<file path="config.mk">
export PLATFORM = sky130hd
export DESIGN_NAME = uart_cmd_decoder
export DESIGN_NICKNAME = d
export VERILOG_FILES = /design/src/rtl/uart_cmd_decoder.sv
export SDC_FILE = /design/constraint.sdc
export NUM_CORES = 1
export LEC_CHECK = 0
export ABC_AREA = 1
export CORE_MARGIN = 1.5
export CORE_UTILIZATION = 33
export CTS_BUF_LIST = sky130_fd_sc_hd__clkbuf_4
export CTS_CLUSTER_DIAMETER = 30
export DETAILED_ROUTE_END_ITERATION = 10
export REMOVE_ABC_BUFFERS = 1
export SLEW_MARGIN = 20
export SYNTH_ARGS = -nofsm -noshare
export SYNTH_HDL_FRONTEND = slang
export SYNTH_SLANG_ARGS = --single-unit
</file>
<file path="constraint.sdc">
create_clock -name clock -period 1.6 [get_ports clock]
set_clock_uncertainty 0.1 [all_clocks]
set_input_delay 0.16 -clock clock [delete_from_list [all_inputs] [get_ports clock]]
set_output_delay 0.16 -clock clock [all_outputs]
set_load 0.05 [all_outputs]
</file>
<file path="src/rtl/uart_cmd_decoder.sv">
// rtl/uart_cmd_decoder.sv - two-byte UART command/address frame decoder
//
// Purpose: assembles {command, address} frames from a byte-strobe stream,
// range-checks both bytes and reports a one-cycle valid or error pulse.
// Optional inter-byte timeout is enabled by defining macro CMD_TIMEOUT_EN.
//
// Ports:
//   clock          in   1  single clock shared with the receiver stage
//   reset          in   1  asynchronous active-high reset
//   has_data       in   1  one-cycle strobe per received byte
//   data_received  in   8  received byte, valid while has_data is high
//   command        out  8  command byte of the last valid frame
//   address        out  8  address byte of the last valid frame
//   command_valid  out  1  one-cycle pulse for a new valid frame
//   frame_error    out  1  one-cycle pulse for a rejected or timed-out frame
//   busy           out  1  high while a frame is partially received

module uart_cmd_decoder #(
    parameter int         TIMEOUT_CYCLES = 50000,
    parameter logic [7:0] MAX_ADDRESS    = 8'h1F,
    parameter logic [7:0] MAX_COMMAND    = 8'h07
) (
    input  logic       clock,
    input  logic       reset,
    input  logic       has_data,
    input  logic [7:0] data_received,
    output logic [7:0] command,
    output logic [7:0] address,
    output logic       command_valid,
    output logic       frame_error,
    output logic       busy
);

    typedef enum logic {
        IDLE      = 1'b0,
        WAIT_ADDR = 1'b1
    } state_t;

    state_t     r_state;
    logic [7:0] r_held_cmd;
    logic       w_frame_ok;

    // Unsigned 8-bit compares: both operands are plain logic vectors.
    assign w_frame_ok = (r_held_cmd <= MAX_COMMAND) && (data_received <= MAX_ADDRESS);
    assign busy       = (r_state == WAIT_ADDR);

`ifdef CMD_TIMEOUT_EN
    localparam int CNT_W = $clog2(TIMEOUT_CYCLES) + 1;
    localparam logic [CNT_W-1:0] LAST_CNT = CNT_W'(TIMEOUT_CYCLES - 1);

    logic [CNT_W-1:0] r_timeout_cnt;
    logic             w_expired;

    assign w_expired = (r_timeout_cnt == LAST_CNT);
`endif

    always_ff @(posedge clock or posedge reset) begin
        if (reset) begin
            r_state       <= IDLE;
            r_held_cmd    <= 8'h00;
            command       <= 8'h00;
            address       <= 8'h00;
            command_valid <= 1'b0;
            frame_error   <= 1'b0;
`ifdef CMD_TIMEOUT_EN
            r_timeout_cnt <= '0;
`endif
        end else begin
            // Pulses default low; at most one of them is set below.
            command_valid <= 1'b0;
            frame_error   <= 1'b0;
            case (r_state)
                IDLE: begin
                    if (has_data) begin
                        r_held_cmd <= data_received;
                        r_state    <= WAIT_ADDR;
`ifdef CMD_TIMEOUT_EN
                        r_timeout_cnt <= '0;
`endif
                    end
                end
                WAIT_ADDR: begin
                    // A byte in the expiry cycle takes priority over the timeout.
                    if (has_data) begin
                        r_state <= IDLE;
                        if (w_frame_ok) begin
                            command       <= r_held_cmd;
                            address       <= data_received;
                            command_valid <= 1'b1;
                        end else begin
                            frame_error <= 1'b1;
                        end
`ifdef CMD_TIMEOUT_EN
                    end else if (w_expired) begin
                        r_state     <= IDLE;
                        frame_error <= 1'b1;
                    end else begin
                        r_timeout_cnt <= r_timeout_cnt + 1'b1;
`endif
                    end
                end
                default: r_state <= IDLE;
            endcase
        end
    end

endmodule

</file>
Fig. 1: run 1, I/O nets highlighted
The bar under the picture is 20 µm long.
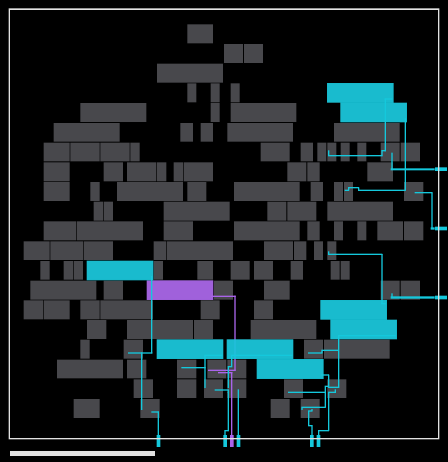
| color | port | bits | direction | edge | end cells | buffers | wire |
|---|---|---|---|---|---|---|---|
| purple | `frame_error` | 1 | output | south | 1 | 1 | 27.6 µm |
| cyan | `command` | 8 | output | 5 south, 3 east | 8 | 8 | 185 µm |

Fig. 2: run 1, M3 wires
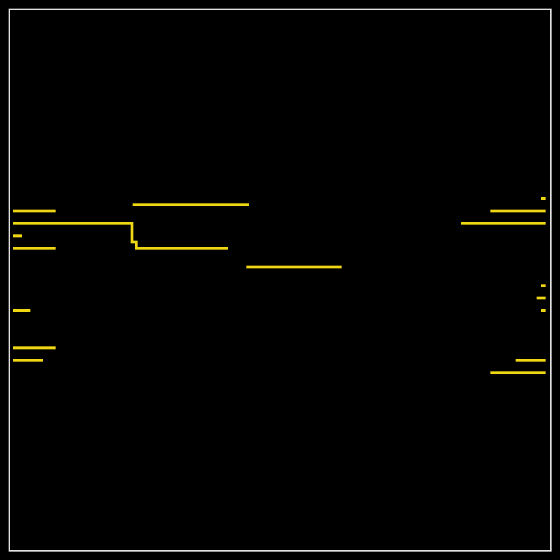
main direction: horizontal
wire length on this layer: 91.7 µm
nets with wire on the layer: 16
longest straight run: 12.9 µm
share of all routed wire: 4.9%

Fig. 3: run 1, gate families picked out
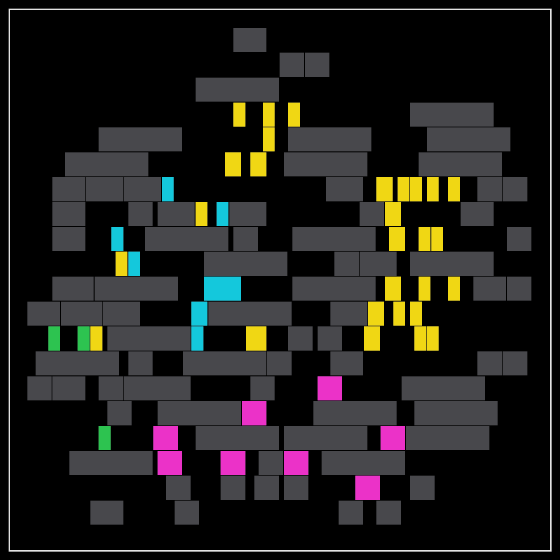
| color | family | cells |
|---|---|---|
| green | inv cells | 3 |
| cyan | nor cells | 7 |
| yellow | nand cells | 28 |
| magenta | aoi and oai cells | 8 |

Fig. 4: run 1, track usage over the die
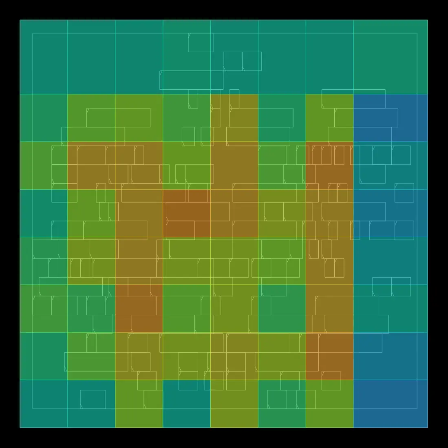
met2 usage: 0.211
WL per Instance: 11.3 µm
Tot GR Track Use: 0.128
met3 Usage GRT: 0.0459
met1 usage: 0.166

==> qor.txt, run 1 <==
Critical Path End -> r_held_cmd[2]$_DFFE_PP0P_
Worst Max-Slew Pin Slew -> 198 ps
cell taking the most area after synthesis -> dfrtp_1
crit path max fanout -> 8
DP Cell Count -> 163
H-tree depth -> 1
row cnt -> 20
Tmin final -> 1370 ps
critical path class -> reg -> reg
clock-pin slew on the worst setup and hold paths -> 140 ps
startpoint types -> flip-flop
count of input and output buffers -> 29
largest net degree at the start of global routing -> 17
Initial Utilization -> 0.342
Dominant cell area share -> 0.652
routability congestion estimate -> 0.686
Area Growth Syn to Fin -> 35.9%
Post-synth seq share -> 0.652
crit path DRT -> 1710 ps
GR Overflow Total -> 0
CTS hold repair buffers -> 0
status -> complete, no violations
CP peak stage delay -> 440 ps
Iter 0 DRT Violations -> 26
Max Clock Freq -> 731 MHz
setup TNS -> 0 ps
drt total wl -> 1.89 mm
vias in the first global route -> 696
hpwl dp -> 1.47 mm
Synth Instances -> 86
Worst Hold Class -> in -> async
DRC errors left -> 0
share of layout cells above drive strength 1 -> 0.325
worst skew pair latency -> 320 ps
Clock Tree Buf Depth -> 2
Crit Reg-Reg Startpoint -> busy$_DFF_PP0_
R2R Path End -> r_held_cmd[2]$_DFFE_PP0P_
Peak VDD IR -> 686 µV
highest-delay cell along the critical path -> dfrtp_1
Die Y -> 59.0 µm
Worst R2R Path Depth -> 4
die area -> 3480 µm²
reg2reg setup slack -> 230 ps
Netlist cell types -> 13
DR pass1 iterations -> 4
Setup crit end kind -> flip-flop
Hold Vio Cnt, Final -> 0
endpoints failing setup -> 0
syn_area_per_cell -> 12.0 µm²
PwrDens -> 1360 nW/µm²
top post-synthesis cells by count -> dfrtp_1 (27), nand2_1 (19), a21boi_0 (8), mux2_2 (8), nand3_1 (8)
Die Span X -> 59.0 µm
P_leak -> 0.713 nW
Antenna Nets Post-Route -> 0
yosys stat area -> 1040 µm²
fin cells -> 167
FILL cells -> 299
Setup Buffers After CTS -> 0
Synth Flop Type -> dfrtp_1
Via Count -> 719
Synth Register Bits -> 27
total number of yosys warnings -> 0
Critical Path Start -> busy$_DFF_PP0_
WP depth -> 4
number of enable flip-flop cells -> 0
CP Data Arrival Time -> 1480 ps
cycle use final -> 0.855
total power -> 1.91 mW
Slew headroom -> 0.868
Ports -> 30
top cells by area -> dfrtp_1 (65%), mux2_2 (8.7%), nand2_1 (6.9%)
post_cts resized -> 0
Synth top cell by count -> dfrtp_1
CTS tree -> done
Num Clock Sinks -> 27
Buf+Inv Stages, Crit Path -> 2
Post-synth ARST share -> 1.00
Pins Over Slew Limit -> 0
max-cap violations -> 0
crit-path cells -> inv_1, ha_1, buf_12, mux2_2
yosys cell count -> 86
RSZ-0062 raised after global routing -> false
antenna violations before repair -> 0
Nets -> 137
first-pass GRT wire length -> 3.31 mm
Netlist Area Pre-Place -> 1040 µm²
drt via density -> 4.31
clock root buffer -> clkbuf_4
core area -> 3030 µm²
antenna cell count -> 0
delay-heaviest family, CP -> flip-flops
CTS Buf Count -> 3
Log Warnings -> 26
run 1: tightest hold or removal path, stage by stage:
cell and delay [ps]:
clkdlybuf4s50_1 400, inv_1 70, buf_4 190
run 1: state kept, by name, indices dropped and copies added (netlist names):
signal         flops
command            8
address            8
command_valid      1
r_held_cmd         8
frame_error        1
busy               1
run 1: cells by family after synthesis:
family	Yosys count	synth area share
AND/OR/NAND/NOR	35	0.147
flip-flops	27	0.652
AND-OR/OR-AND	8	0.0580
multiplexers	8	0.0870
buffers and inverters	6	0.0314
adder cells (fa/ha/maj)	2	0.0242
run 1: per-layer routing:
layer	share of wire	track usage
met5	0	0
met4	0	0.0195
met3	0.048	0.0459
met2	0.48	0.211
met1	0.47	0.166
run 1: metrics by stage:
stage	area (µm²)	setup slack, ps	hold WS, ps	util
after global placement	1380	63.5	356	0.455
after detailed placement	1380	16.7	360	0.455
after floorplan	1010	-20.5	113	-
after global routing	1410	169	24.8	0.465
final	1410	232	24.1	0.465
after CTS	1410	224	37.3	0.465
run 1: power by group:
group	internal (mW)	switching [mW]	leakage (nW)
registers	0.843	0.0866	0.354
clock network	0.114	0.189	0.0184
logic	0.283	0.397	0.340
run 1: layout by cell type (no fill, tap or decap):
cell	count
dfrtp_1	27
buf_4	25
nand2_1	19
clkdlybuf4s50_1	10
nand3_1	8
mux2_2	8
a21boi_0	8
nor2_1	5
clkbuf_4	4
inv_1	3
ha_1	2
nor2_4	1
nand2_2	1
nor3_1	1
buf_12	1
run 1: area by class of cell:
class	instances	area [µm²]	area share
Clock buffer	4	30.0	0.0213
Inverter	3	11.3	0.00800
Multi-Input combinational cell	53	328	0.233
Sequential cell	27	676	0.480
Tap cell	44	55.1	0.0391
Timing Repair Buffer	36	308	0.219
Fig. 5: run 1, signal wires on met2
The bar under the picture is 20 µm long.
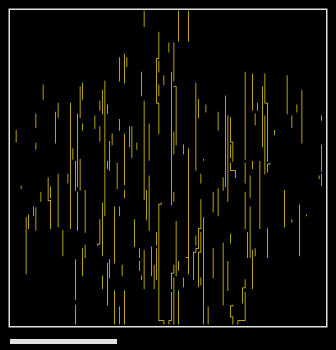

--- run 2 (diff from run 1) ---
--- a/config.mk
+++ b/config.mk
@@ -6,7 +6,6 @@
 export NUM_CORES = 1
 export LEC_CHECK = 0
 export ABC_AREA = 1
-export CORE_MARGIN = 1.5
 export CORE_UTILIZATION = 33
 export CTS_BUF_LIST = sky130_fd_sc_hd__clkbuf_4
 export CTS_CLUSTER_DIAMETER = 30
Fig. 6: run 2, signal wires on met2
The bar under the picture is 20 µm long.
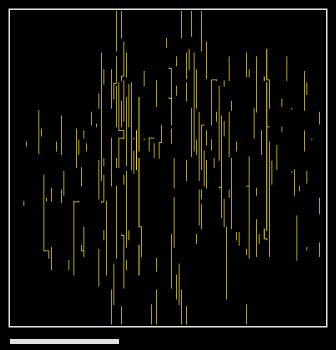
wire length on this layer: 889 µm
nets with wire on the layer: 112
share of all routed wire: 48%
main direction: vertical

==> run 2 against run 1 <==
  * The flow now finishes with violations (design-rule violations)
  * First-iteration DRC count shrank 50%
  * Critical path depth did not move
  * Global-route usage is 0.67 points lower
  * Wire length is 3.1% lower
  * Sequential power grew 0.6%
  * Synthesized area unchanged
  * Synthesized cell count stayed put
  * Hold slack gained 62 ps
  * Non-clock buffer count shrank 1
  * Largest power group unchanged
==> qor.txt, run 2 <==
Worst Hold Class -> in -> async
FILL cells -> 270 (-9.7%)
Setup crit end kind -> flip-flop
row cnt -> 19 (-5.0%)
top post-synthesis cells by count -> dfrtp_1 (27), nand2_1 (19), a21boi_0 (8), mux2_2 (8), nand3_1 (8)
yosys stat area -> 1040 µm² (unchanged)
top cells by area -> dfrtp_1 (65%), mux2_2 (8.7%), nand2_1 (6.9%)
fin cells -> 153 (-8.4%)
drt via density -> 4.72 (+9.6%)
yosys cell count -> 86 (unchanged)
number of enable flip-flop cells -> 0 (unchanged)
Synth top cell by count -> dfrtp_1
RSZ-0062 raised after global routing -> false
Synth Flop Type -> dfrtp_1
Hold Vio Cnt, Final -> 0 (unchanged)
clock root buffer -> clkbuf_4
GR Overflow Total -> 0 (unchanged)
Clock Tree Buf Depth -> 2 (unchanged)
DR pass1 iterations -> 7 (+3)
critical path class -> reg -> reg
hpwl dp -> 1.41 mm (-4.1%)
Via Count -> 722 (+0.42%)
status -> finished with violations
antenna violations before repair -> 0 (unchanged)
Synth Instances -> 86 (unchanged)
antenna cell count -> 0 (unchanged)
post-route cell area -> 1380 µm² (-1.7%)
failing checks -> design-rule violations
syn_area_per_cell -> 12.0 µm² (unchanged)
Top Layout Cells -> dfrtp_1 (27), buf_4 (24), nand2_1 (19), clkdlybuf4s50_1 (10)
CTS tree -> done
vias in the first global route -> 694 (-0.29%)
Slew headroom -> 0.778 (-0.0896)
max-cap violations -> 0 (unchanged)
busiest grt layer -> met2
Ports -> 30 (unchanged)
Setup Buffers After CTS -> 0 (unchanged)
CP Data Arrival Time -> 1460 ps (-20 ps)
setup TNS -> 0 ps (unchanged)
met2 usage -> 0.197 (-0.0141)
met1 usage -> 0.153 (-0.0137)
Antenna Nets Post-Route -> 0 (unchanged)
Iter 0 DRT Violations -> 13 (-50%)
post-place setup slack -> 18.1 ps (+1.38 ps)
most frequent logic cell in the layout -> dfrtp_1
crit path max fanout -> 8 (unchanged)
final hold slack -> 85.7 ps (+61.6 ps)
CTS Buf Count -> 3 (unchanged)
Die Y -> 58.0 µm (-1.7%)
cell taking the most area after synthesis -> dfrtp_1
Log Warnings -> 26 (unchanged)
Netlist Area Pre-Place -> 1040 µm² (unchanged)
PwrDens -> 1380 nW/µm² (+1.3%)
Pins Over Slew Limit -> 0 (unchanged)
met3 Usage GRT -> 0.0469 (+0.00102)
drt total wl -> 1.83 mm (-3.1%)
Tmin final -> 1350 ps (-18.3 ps)
Post-synth ARST share -> 1.00 (unchanged)
routability congestion estimate -> 0.711 (+3.6%)
Initial Utilization -> 0.363 (+0.0210)
crit path DRT -> 1710 ps (about the same)
share of layout cells above drive strength 1 -> 0.320 (-0.00553)
Post-synth seq share -> 0.652 (unchanged)
core area -> 2850 µm² (-5.8%)
Num Clock Sinks -> 27 (unchanged)
CTS hold repair buffers -> 0 (unchanged)
Area Growth Syn to Fin -> 33.6%
Tot GR Track Use -> 0.121 (-0.00668)
worst skew pair latency -> 310 ps (about the same)
total number of yosys warnings -> 0 (unchanged)
Die Span X -> 58.0 µm (-1.7%)
cell area after placement -> 1350 µm² (-1.7%)
Netlist cell types -> 13 (unchanged)
reg2reg setup slack -> 250 ps (+20 ps)
cycle use final -> 0.844 (-0.0114)
first-pass GRT wire length -> 3.12 mm (-5.9%)
largest net degree at the start of global routing -> 28 (+11)
Synth Register Bits -> 27 (unchanged)
DRC errors left -> 1 (+1)
count of input and output buffers -> 29 (unchanged)
final worst slack -> 250 ps (+18.3 ps)
Dominant cell area share -> 0.652 (unchanged)
clock-pin slew on the worst setup and hold paths -> 130 ps (about the same)
post_cts resized -> 0 (unchanged)
Peak VDD IR -> 1010 µV (+48%)
storage element area -> 676 µm² (unchanged)
H-tree depth -> 1 (unchanged)
P_leak -> 0.708 nW (-0.67%)
Nets -> 136 (-0.73%)
MI comb area -> 328 µm² (unchanged)
-- run 2: cell counts after synthesis --
Identical to the previous run, type by type.
-- run 2: where the power goes --
group          switching [mW]  internal (mW)  leakage, nW
clock                   0.178          0.114       0.0184
combinational           0.396          0.281        0.335
sequential             0.0927          0.844        0.354
total                   0.666           1.24        0.708
-- run 2: critical path, stage by stage, from the launching register on --
cell	delay, ps
dfrtp_1	430
inv_1	70
ha_1	190
buf_12	130
mux2_2	330
-- run 2: stage by stage --
| stage | total power [mW] | util |
|---|---|---|
| after floorplan | 1.38 | - |
| after global placement | 1.62 | 0.475 |
| after detailed placement | 1.63 | 0.475 |
| after CTS | 1.93 | 0.485 |
| after global routing | 2.02 | 0.485 |
| final | 1.91 | 0.485 |
-- run 2: final timing paths --
path | cells past startpoint | end | startpoint
max | 4 | r_held_cmd[2]$_DFFE_PP0P_ | busy$_DFF_PP0_
min | 3 | command[5]$_DFFE_PP0P_ | reset
max reg2reg | 4 | r_held_cmd[2]$_DFFE_PP0P_ | busy$_DFF_PP0_
max in group asynchronous | 3 | r_held_cmd[6]$_DFFE_PP0P_ | reset
min reg2reg | 2 | address[1]$_DFFE_PP0P_ | address[1]$_DFFE_PP0P_
min in group clock | 3 | address[3]$_DFFE_PP0P_ | data_received[3]
-- run 2: logic make-up after synthesis --
kind of cell    synth area share
compound gates            0.0580
fa+ha+maj                 0.0242
buf+inv                   0.0314
flops                      0.652
mux                       0.0870
simple gates               0.147
-- run 2: area by class of cell --
cell class              count  share of cell area
clock buffers               4              0.0217
well taps                  31              0.0280
repair buffers             35               0.217
multi-input cells          53               0.237
flip-flops and latches     27               0.488
inverters                   3             0.00814
-- run 2: metal layers --
layer	vias up	wire length, µm
met2	22	888
met4	0	10
met3	2	117
li1	353	-
met5	-	0
met1	345	817
Fig. 7: run 2, I/O nets highlighted
The bar under the picture is 20 µm long.
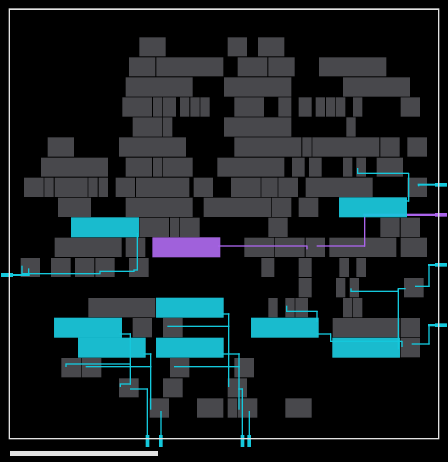

--- run 3 (diff from run 2) ---
==> constraint.sdc (replaced) <==
create_clock -name clock -period 1.4 [get_ports clock]
set_clock_uncertainty 0.1 [all_clocks]
set_input_delay 0.14 -clock clock [delete_from_list [all_inputs] [get_ports clock]]
set_output_delay 0.14 -clock clock [all_outputs]
set_load 0.05 [all_outputs]
Fig. 8: run 3, I/O nets highlighted
The bar under the picture is 20 µm long.
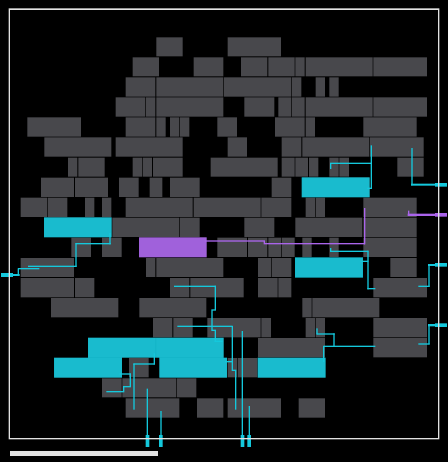
| color | port | bits | direction | edge | end cells | buffers | wire |
|---|---|---|---|---|---|---|---|
| purple | `frame_error` | 1 | output | east | 1 | 1 | 30.7 µm |
| cyan | `command` | 8 | output | 4 south, 3 east, 1 west | 8 | 8 | 155 µm |

==> run 3 against run 2 <==
  * Final cell count grew 2.0%
  * Largest cell class unchanged
  * Register-to-register slack got worse by 200 ps
  * Synthesized cell count did not move
  * Largest power group unchanged
  * Sequential power increased by about 20%
  * Critical endpoint is now r_held_cmd[6]$_DFFE_PP0P_
  * The flow still finishes with violations (design-rule violations)
==> qor.txt, run 3 <==
worst skew pair latency -> 320 ps (about the same)
syn_area_per_cell -> 12.0 µm² (unchanged)
Post-synth ARST share -> 1.00 (unchanged)
cycle use final -> 0.961 (+0.117)
H-tree depth -> 1 (unchanged)
Via Count -> 751 (+4.0%)
CP Data Arrival Time -> 1460 ps (about the same)
clock root buffer -> clkbuf_4
failing checks -> design-rule violations
drt total wl -> 1.92 mm (+4.7%)
CTS Buf Count -> 3 (unchanged)
yosys stat area -> 1040 µm² (unchanged)
top post-synthesis cells by count -> dfrtp_1 (27), nand2_1 (19), a21boi_0 (8), mux2_2 (8), nand3_1 (8)
XORs/XNORs by Area -> 0 (unchanged)
routability congestion estimate -> 0.753 (+5.9%)
status -> finished with violations
max-cap violations -> 0 (unchanged)
Tot GR Track Use -> 0.130 (+0.00885)
row cnt -> 19 (unchanged)
Die Y -> 58.0 µm (unchanged)
Largest Pwr Group -> sequential cells
largest net degree at the start of global routing -> 28 (unchanged)
P_leak -> 0.787 nW (+11%)
logic gate share of total power -> 0.401 (+0.046)
storage element area -> 676 µm² (unchanged)
most frequent logic cell in the layout -> dfrtp_1
Tmin final -> 1350 ps (-4.27 ps)
crit path DRT -> 1510 ps (-200 ps)
DR pass1 iterations -> 7 (unchanged)
post-place setup slack -> -152 ps (-170 ps)
CTS tree -> done
critical path class -> reg -> reg
top cells by area -> dfrtp_1 (65%), mux2_2 (8.7%), nand2_1 (6.9%)
vias in the first global route -> 757 (+9.1%)
Ports -> 30 (unchanged)
DRC errors left -> 1 (unchanged)
PwrDens -> 1470 nW/µm² (+6.7%)
fin cells -> 156 (+2.0%)
biggest regs -> address x8, command x8, r_held_cmd x8
largest family of logic cells by area -> simple AND/OR/NAND/NOR gates
Netlist Area Pre-Place -> 1040 µm² (unchanged)
Synth top cell by count -> dfrtp_1
antenna cell count -> 0 (unchanged)
Synth Flop Type -> dfrtp_1
GR Overflow Total -> 0 (unchanged)
internal power -> 1.59 mW (+29%)
share of layout cells above drive strength 1 -> 0.336 (+0.0163)
Top Layout Cells -> dfrtp_1 (27), nand2_1 (19), buf_12 (19), clkdlybuf4s50_1 (10)
Slew headroom -> 0.783 (+0.00479)
Pins Over Slew Limit -> 0 (unchanged)
post_cts resized -> 0 (unchanged)
FILL cells -> 224 (-17%)
Nets -> 139 (+2.2%)
mux frac, synth -> 0.0870 (unchanged)
Seq pwr share -> 0.457 (-0.034)
Antenna Nets Post-Route -> 0 (unchanged)
first-pass GRT wire length -> 3.27 mm (+4.9%)
drt via density -> 4.81 (+2.0%)
Clk pwr share -> 0.141 (-0.012)
Setup Buffers After CTS -> 0 (unchanged)
Hold Vio Cnt, Final -> 0 (unchanged)
Area Growth Syn to Fin -> 58.3%
Complex Gates by Area -> 0.0580 (unchanged)
final worst slack -> 54.2 ps (-196 ps)
Synth Instances -> 86 (unchanged)
Comb. pwr -> 967 µW (+43%)
post-route cell area -> 1640 µm² (+19%)
count of input and output buffers -> 29 (unchanged)
total power -> 2.41 mW (+26%)
CTS hold repair buffers -> 0 (unchanged)
Peak VDD IR -> 939 µV (-7.3%)
antenna violations before repair -> 0 (unchanged)
cell area after placement -> 1600 µm² (+18%)
crit path max fanout -> 8 (unchanged)
number of enable flip-flop cells -> 0 (unchanged)
Setup crit end kind -> flip-flop
Iter 0 DRT Violations -> 16 (+3)
hpwl dp -> 1.49 mm (+5.5%)
Clock Tree Buf Depth -> 2 (unchanged)
MI comb area -> 333 µm² (+1.5%)
total number of yosys warnings -> 0 (unchanged)
Netlist cell types -> 13 (unchanged)
setup TNS -> 0 ps (unchanged)
Num Clock Sinks -> 27 (unchanged)
Synth Register Bits -> 27 (unchanged)
yosys cell count -> 86 (unchanged)
final hold slack -> 65.2 ps (-20.5 ps)
Dominant cell area share -> 0.652 (unchanged)
core area -> 2850 µm² (unchanged)
P_clk -> 341 µW (+17%)
Post-synth seq share -> 0.652 (unchanged)
Final Core Density -> 0.575 (+0.0899)
Die Span X -> 58.0 µm (unchanged)
Initial Utilization -> 0.363 (unchanged)
P_sw -> 818 µW (+23%)
==> run 3: netlist changes by cell type in the layout (fill, tap and decap cells not counted) <==
| cell | before | now |
|---|---|---|
| buf_12 | 1 | 19 |
| buf_4 | 24 | 8 |
| buf_6 | 0 | 1 |
| nand2_2 | 1 | 0 |
| nand2_4 | 0 | 1 |
==> run 3: logic make-up (layout without fill, tap and decap cells) <==
logic type,count (synthesis),count (layout)
simple gates,35,35
mux,8,8
flops,27,27
fa+ha+maj,2,2
compound gates,8,8
buf+inv,6,45
==> run 3: worst paths after layout <==
check,start,end,slack [ps],depth (start not counted)
min reg2reg,r_held_cmd[0]$_DFFE_PP0P_,command[0]$_DFFE_PP0P_,420,2
max in group asynchronous,reset,address[1]$_DFFE_PP0P_,890,3
max reg2reg,busy$_DFF_PP0_,r_held_cmd[6]$_DFFE_PP0P_,50,4
max,busy$_DFF_PP0_,r_held_cmd[6]$_DFFE_PP0P_,50,4
min in group clock,data_received[3],address[3]$_DFFE_PP0P_,300,3
min,reset,r_held_cmd[7]$_DFFE_PP0P_,70,3
==> run 3: metal layers <==
metal  track usage  part of all wire
met5             0                 0
met4        0.0612             0.024
met3        0.0290             0.040
met2         0.218              0.49
met1         0.160              0.44
==> run 3: final cells by class <==
| type | count | share of cell area |
|---|---|---|
| Timing Repair Buffer | 38 | 0.336 |
| Inverter | 3 | 0.00687 |
| Clock buffer | 4 | 0.0183 |
| Multi-Input combinational cell | 53 | 0.203 |
| Sequential cell | 27 | 0.412 |
| Tap cell | 31 | 0.0236 |
==> run 3: worst max-delay path, stage by stage (launching register included) <==
cell	delay, ps
dfrtp_1	430
inv_1	60
ha_1	130
buf_4	160
mux2_2	350
Power figures rest on the tool's default switching activity, not on a simulated workload.
